File: src/rtl/uart_pkg.sv
// Shared types and helpers for the parametrised UART transmitter.
package uart_pkg;

  // Transmitter FSM states.
  typedef enum logic [2:0] {
    ST_IDLE,
    ST_START,
    ST_DATA,
    ST_PARITY,
    ST_STOP
  } uart_state_t;

  // Parity modes selected by the PARITY parameter.
  localparam int PAR_NONE = 0;
  localparam int PAR_EVEN = 1;
  localparam int PAR_ODD  = 2;

  // Clock cycles per bit; truncating integer division.
  function automatic int calc_div(input int clk_hz, input int baud);
    return clk_hz / baud;
  endfunction

endpackage

File: src/rtl/uart_tx_fifo.sv
// Small synchronous FIFO. Pointers carry one extra wrap bit so that
// full and empty can be told apart when the address bits match.
// The read port is combinational so a pop can load the frame shifter
// on the same edge that the FSM decides to start a frame.
module uart_tx_fifo #(
  parameter int WIDTH = 8,
  parameter int DEPTH = 4
) (
  input  logic                     clk,
  input  logic                     reset,
  input  logic                     push,
  input  logic [WIDTH-1:0]         wr_data,
  input  logic                     pop,
  output logic [WIDTH-1:0]         rd_data,
  output logic                     full,
  output logic                     empty,
  output logic [$clog2(DEPTH):0]   count
);
  localparam int AW = $clog2(DEPTH);

  logic [WIDTH-1:0] mem [DEPTH];
  logic [AW:0]      wr_ptr_reg;
  logic [AW:0]      rd_ptr_reg;

  // Pointer update; both may move on the same edge.
  always_ff @(posedge clk or negedge reset) begin
    if (!reset) begin
      wr_ptr_reg <= '0;
      rd_ptr_reg <= '0;
    end else begin
      if (push) wr_ptr_reg <= wr_ptr_reg + (AW+1)'(1);
      if (pop)  rd_ptr_reg <= rd_ptr_reg + (AW+1)'(1);
    end
  end

  // Storage write; contents need no reset since empty gates every read.
  always_ff @(posedge clk) begin
    if (push) mem[wr_ptr_reg[AW-1:0]] <= wr_data;
  end

  assign rd_data = mem[rd_ptr_reg[AW-1:0]];
  assign count   = wr_ptr_reg - rd_ptr_reg;
  assign empty   = (wr_ptr_reg == rd_ptr_reg);
  assign full    = (wr_ptr_reg[AW] != rd_ptr_reg[AW]) &&
                   (wr_ptr_reg[AW-1:0] == rd_ptr_reg[AW-1:0]);

endmodule

File: src/rtl/uart_tx_param.sv
// Parametrised UART transmitter: valid/ready input queue feeding a
// start/data/parity/stop frame FSM with an integer baud divider.
// Consecutive queued words are sent with no idle time between frames.
module uart_tx_param
  import uart_pkg::*;
#(
  parameter int CLK_HZ     = 100_000_000,
  parameter int BAUD       = 115_200,
  parameter int DATA_BITS  = 8,
  parameter int PARITY     = 0,
  parameter int STOP_BITS  = 1,
  parameter int FIFO_DEPTH = 4
) (
  input  logic                          clk,
  input  logic                          reset,
  input  logic [DATA_BITS-1:0]          tx_data,
  input  logic                          tx_valid,
  output logic                          tx_ready,
  output logic                          tx,
  output logic                          busy,
  output logic [$clog2(FIFO_DEPTH):0]   fifo_count
);
  localparam int DIV    = calc_div(CLK_HZ, BAUD);
  localparam int BAUD_W = $clog2(DIV);
  localparam int BIT_W  = $clog2(DATA_BITS);
  localparam logic [BAUD_W-1:0] BAUD_RELOAD = BAUD_W'(DIV - 1);
  localparam logic [BIT_W-1:0]  LAST_DATA   = BIT_W'(DATA_BITS - 1);
  localparam logic [BIT_W-1:0]  LAST_STOP   = BIT_W'(STOP_BITS - 1);

  uart_state_t           state_reg, state_next;
  logic [BAUD_W-1:0]     baud_reg, baud_next;
  logic [BIT_W-1:0]      bit_reg, bit_next;
  logic [DATA_BITS-1:0]  shift_reg, shift_next;
  logic                  par_reg, par_next;
  logic                  tx_reg, tx_next;

  logic                  fifo_push, fifo_pop, fifo_full, fifo_empty;
  logic [DATA_BITS-1:0]  fifo_rd_data;
  logic                  baud_tick, start_frame;

  uart_tx_fifo #(
    .WIDTH (DATA_BITS),
    .DEPTH (FIFO_DEPTH)
  ) u_fifo (
    .clk     (clk),
    .reset   (reset),
    .push    (fifo_push),
    .wr_data (tx_data),
    .pop     (fifo_pop),
    .rd_data (fifo_rd_data),
    .full    (fifo_full),
    .empty   (fifo_empty),
    .count   (fifo_count)
  );

  assign fifo_push = tx_valid & ~fifo_full;
  assign tx_ready  = ~fifo_full;
  assign baud_tick = (baud_reg == '0);
  assign tx        = tx_reg;
  assign busy      = (state_reg != ST_IDLE) || !fifo_empty;

  // Frame sequencing: next state, line level and datapath updates.
  always_comb begin
    state_next  = state_reg;
    baud_next   = baud_tick ? BAUD_RELOAD : baud_reg - BAUD_W'(1);
    bit_next    = bit_reg;
    shift_next  = shift_reg;
    par_next    = par_reg;
    tx_next     = tx_reg;
    fifo_pop    = 1'b0;
    start_frame = 1'b0;

    unique case (state_reg)
      ST_IDLE: begin
        tx_next   = 1'b1;
        baud_next = BAUD_RELOAD;
        if (!fifo_empty) start_frame = 1'b1;
      end
      ST_START: begin
        if (baud_tick) begin
          state_next = ST_DATA;
          bit_next   = '0;
          tx_next    = shift_reg[0];
          par_next   = par_reg ^ shift_reg[0];
          shift_next = shift_reg >> 1;
        end
      end
      ST_DATA: begin
        if (baud_tick) begin
          if (bit_reg == LAST_DATA) begin
            if (PARITY != PAR_NONE) begin
              state_next = ST_PARITY;
              tx_next    = (PARITY == PAR_ODD) ? ~par_reg : par_reg;
            end else begin
              state_next = ST_STOP;
              tx_next    = 1'b1;
              bit_next   = '0;
            end
          end else begin
            bit_next   = bit_reg + BIT_W'(1);
            tx_next    = shift_reg[0];
            par_next   = par_reg ^ shift_reg[0];
            shift_next = shift_reg >> 1;
          end
        end
      end
      ST_PARITY: begin
        if (baud_tick) begin
          state_next = ST_STOP;
          tx_next    = 1'b1;
          bit_next   = '0;
        end
      end
      ST_STOP: begin
        if (baud_tick) begin
          if (bit_reg == LAST_STOP) begin
            if (!fifo_empty) start_frame = 1'b1;
            else             state_next  = ST_IDLE;
          end else begin
            bit_next = bit_reg + BIT_W'(1);
          end
        end
      end
      default: state_next = ST_IDLE;
    endcase

    // Pop the next word and drive the start bit on the same edge.
    if (start_frame) begin
      fifo_pop   = 1'b1;
      shift_next = fifo_rd_data;
      par_next   = 1'b0;
      tx_next    = 1'b0;
      baud_next  = BAUD_RELOAD;
      state_next = ST_START;
    end
  end

  // State and datapath registers; reset forces the line idle at once.
  always_ff @(posedge clk or negedge reset) begin
    if (!reset) begin
      state_reg <= ST_IDLE;
      baud_reg  <= '0;
      bit_reg   <= '0;
      shift_reg <= '0;
      par_reg   <= 1'b0;
      tx_reg    <= 1'b1;
    end else begin
      state_reg <= state_next;
      baud_reg  <= baud_next;
      bit_reg   <= bit_next;
      shift_reg <= shift_next;
      par_reg   <= par_next;
      tx_reg    <= tx_next;
    end
  end

endmodule

File: config.mk
export PLATFORM = sky130hd
export DESIGN_NAME = uart_tx_param
export DESIGN_NICKNAME = d
export VERILOG_FILES = /design/src/rtl/uart_pkg.sv /design/src/rtl/uart_tx_fifo.sv /design/src/rtl/uart_tx_param.sv
export SDC_FILE = /design/constraint.sdc
export NUM_CORES = 1
export LEC_CHECK = 0
export CORE_AREA = 2 2 90 92
export CTS_BUF_LIST = sky130_fd_sc_hd__clkbuf_8
export DETAILED_ROUTE_END_ITERATION = 10
export DIE_AREA = 0 0 92 94
export HOLD_SLACK_MARGIN = 0.08
export PLACE_DENSITY = 0.53
export SYNTH_ARGS = -nofsm -noshare
export SYNTH_HDL_FRONTEND = slang
export SYNTH_HIERARCHICAL = 1
export SYNTH_SLANG_ARGS = --single-unit
File: constraint.sdc
create_clock -name clk -period 2.9 [get_ports clk]
set_input_delay 0.29 -clock clk [delete_from_list [all_inputs] [get_ports clk]]
set_output_delay 0.29 -clock clk [all_outputs]
set_load 0.05 [all_outputs]
==> run_results.csv <==
group,metric,value,unit
routing,iteration_tally_of_the_first_detailed_router_pass,4,
synth,postSynthNetCount,236,
synth,async_flop_share,0.492,
layout,clk_share,0.0585,
placement,place.gp.congestion,0.725,
layout,nonClockBufferCount,23,
layout,largest_cell_class,"registers",
placement,placed_cells_incl_taps,334,
placement,pre_cts_ws,0.140,ns
timing,tightestPinTransition,0.557,ns
layout,inverters_excl_clock,12,
placement,detailed_place.area,0.00328,mm^2
global_route,grt_pass1_wl,8.20,mm
die,floorplan.core_area,0.00761,mm^2
global_route,grt_use_met2,0.195,
layout,drive_gt1_frac,0.230,
timing,slew_viol_final,0,
timing,fin_ws,0.175,ns
timing,max_clock_freq,0.367,GHz
clocking,htreeDepth,3,
power,ir_worst_vdd,0.000496,V
die,core.rowCount,32,
clocking,clockBufferDepth,2,
clocking,holdBufCountCts,0,
setup_path,required,3.13,ns
power,cell_internal_pwr,2.25,mW
global_route,grt.met1_usage,0.165,
layout,largest_reg_flops,32,
timing,grt_setup_unrepaired,"false",
layout,seq_area,0.00174,mm^2
synth,synth-simple-area-share,0.121,
clocking,cts_root_buf,"clkbuf_8",
synth,yosys_cells,213,
layout,nonClkBufAreaFrac,0.0596,
routing,post_drt_wl_per_cell,14.1,um
power,power_dissipated_by_switching_net_loads,1.30,mW
routing,maxUsedRoutingLayer,"met4",
routing,dr_total_vias,1644,
timing,final_setup_violation_count,0,
power,seqPwrFrac,0.392,
die,floorplan.initialDensity,0.391,
power,power_per_cell_area,1020,mW/mm^2
die,dieHeight,94,um
synth,synth.lib_cells_used.distinct,36,
die,die-width,92,um
synth,postSynthSeqShare,0.584,
layout,most-common-layout-cells,"edfxtp_1 (32), dfrtp_1 (30), clkdlybuf4s50_1 (14)",
routing,route.detailed.drc,0,
global_route,global_route.usage.total,0.126,
timing,slew_headroom,0.629,
routing,drt_iter0_markers,50,
layout,n_fill_cell,691,
synth,post_synth_mux_area_share,0.137,
placement,place_hpwl,3.45,mm
setup_path,end_kind,"flop",
run_status,outcome,"finished clean",
global_route,first_global_vias,1650,
setup_path,worstSetupPathType,"flop to flop",
power,total_leakage_power,1.37,nW
global_route,grt_overflow,0,
timing,timing_hold_violations_final,0,
routing,post_drt_via_cell_ratio,4.70,
layout,layout.sequential_cells,63,
synth,yosysTopAreaCellShare,0.323,
synth,synth_flops,63,
timing,final.hold.worst_slack,0.348,ns
layout,layout-area-overhead-vs-synth,17.1,%
global_route,largest_net_degree_at_the_start_of_global_routing,32,
clocking,cts_tree,"built",
power,power.largest_group,"sequential cells",
clocking,cts_setup_buffers,0,
die,fp.dieArea,0.00865,mm^2
global_route,number_of_antenna_violations_at_the_first_check_in_global_routing,0,
[worst paths after layout]
kind	cells after the start	slack [ns]	from	end
worst max-delay path	8	0.17	baud_reg[0]	u_fifo/rd_ptr_reg[2]
worst min-delay path	2	0.35	reset	baud_reg[3]
worst max register to register	8	0.17	baud_reg[0]	u_fifo/rd_ptr_reg[2]
worst min register to register	1	0.46	baud_reg[0]	baud_reg[0]
max in group asynchronous	2	2.22	reset	tx
min in group clk	1	0.46	baud_reg[0]	baud_reg[0]
[critical path, cell delays in order, from the launching register on]
cell     delay (ns)
dfrtp_1        0.40
inv_1          0.06
ha_1           0.18
or3b_2         0.51
or4_4          0.53
a211o_1        0.53
inv_1          0.21
nand2_1        0.08
xnor2_1        0.12
Met3 routing:
Drawn at 4 px/um. Cells faint in the background.
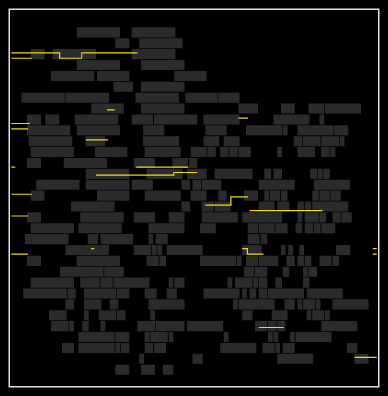
wire length on this layer: 157 um
nets with wire on the layer: 14
met3 demand-to-capacity share in global routing: 0.0337
total wire length after detailed routing: 4.95 mm

Wires at chosen ports, followed through buffers:
Drawn at 4 px/um.
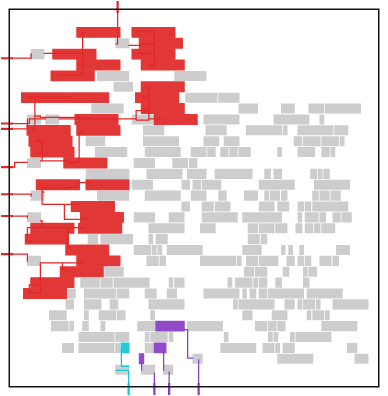
[red] `tx_data` | bits: 8 | direction: input | end cells: 32 | buffers: 8 | wire: 297 um
[cyan] `tx_valid` | bits: 1 | direction: input | end cells: 1 | buffers: 1 | wire: 12.7 um
[purple] `fifo_count` | bits: 3 | direction: output | end cells: 3 | buffers: 3 | wire: 29.3 um
input/output buffers: 16
I/O pin count: 17

Placed cells, one colour a class:
Drawn at 3 px/um.
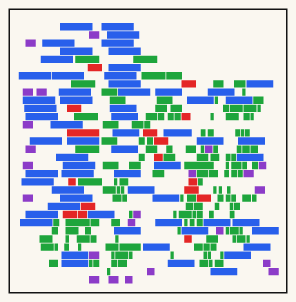
[purple] remaining buffers and delay cells | cells: 23 | share of their area: 6.2%
[blue] sequential cells | cells: 63 | share of their area: 52%
[red] clock drivers and dummy loads | cells: 16 | share of their area: 6.1%
[green] combinational and other logic | cells: 146 | share of their area: 36%
final cell area excluding filler cells: 0.00348 mm^2
sequential fraction of total cell area: 0.499

Routed clock nets over the placement:
Drawn at 4 px/um.
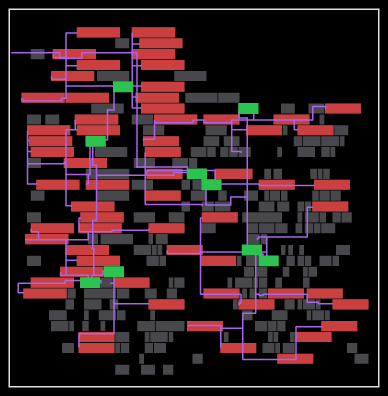
[green] clock drivers | count: 9
[red] flip-flops | count: 63
[purple] clock wires | length: 869 um
routed clock nets: 10
Clock Skew: 0.00704 ns
portion of total power attributed to the clock network: 0.221
P_clk: 0.784 mW
later-pin clock latency in the skew report: 0.34 ns

Clock wiring as the flow saved it:
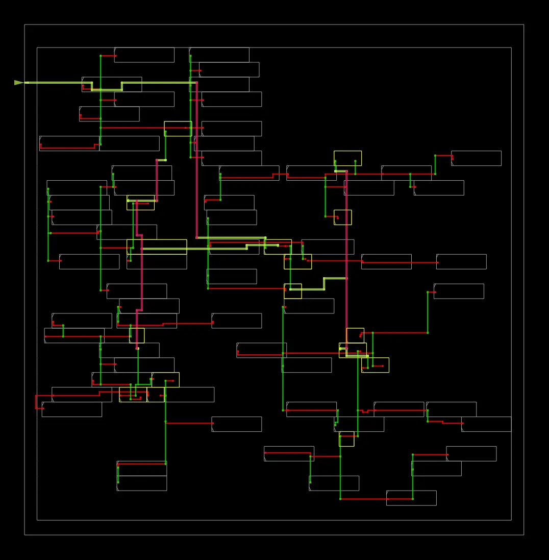
CTS Buf Count: 9
number of sinks driven by the clock tree: 63
clock buffer count: 9

No activity file was given, so power comes from the tool's default toggle rates.
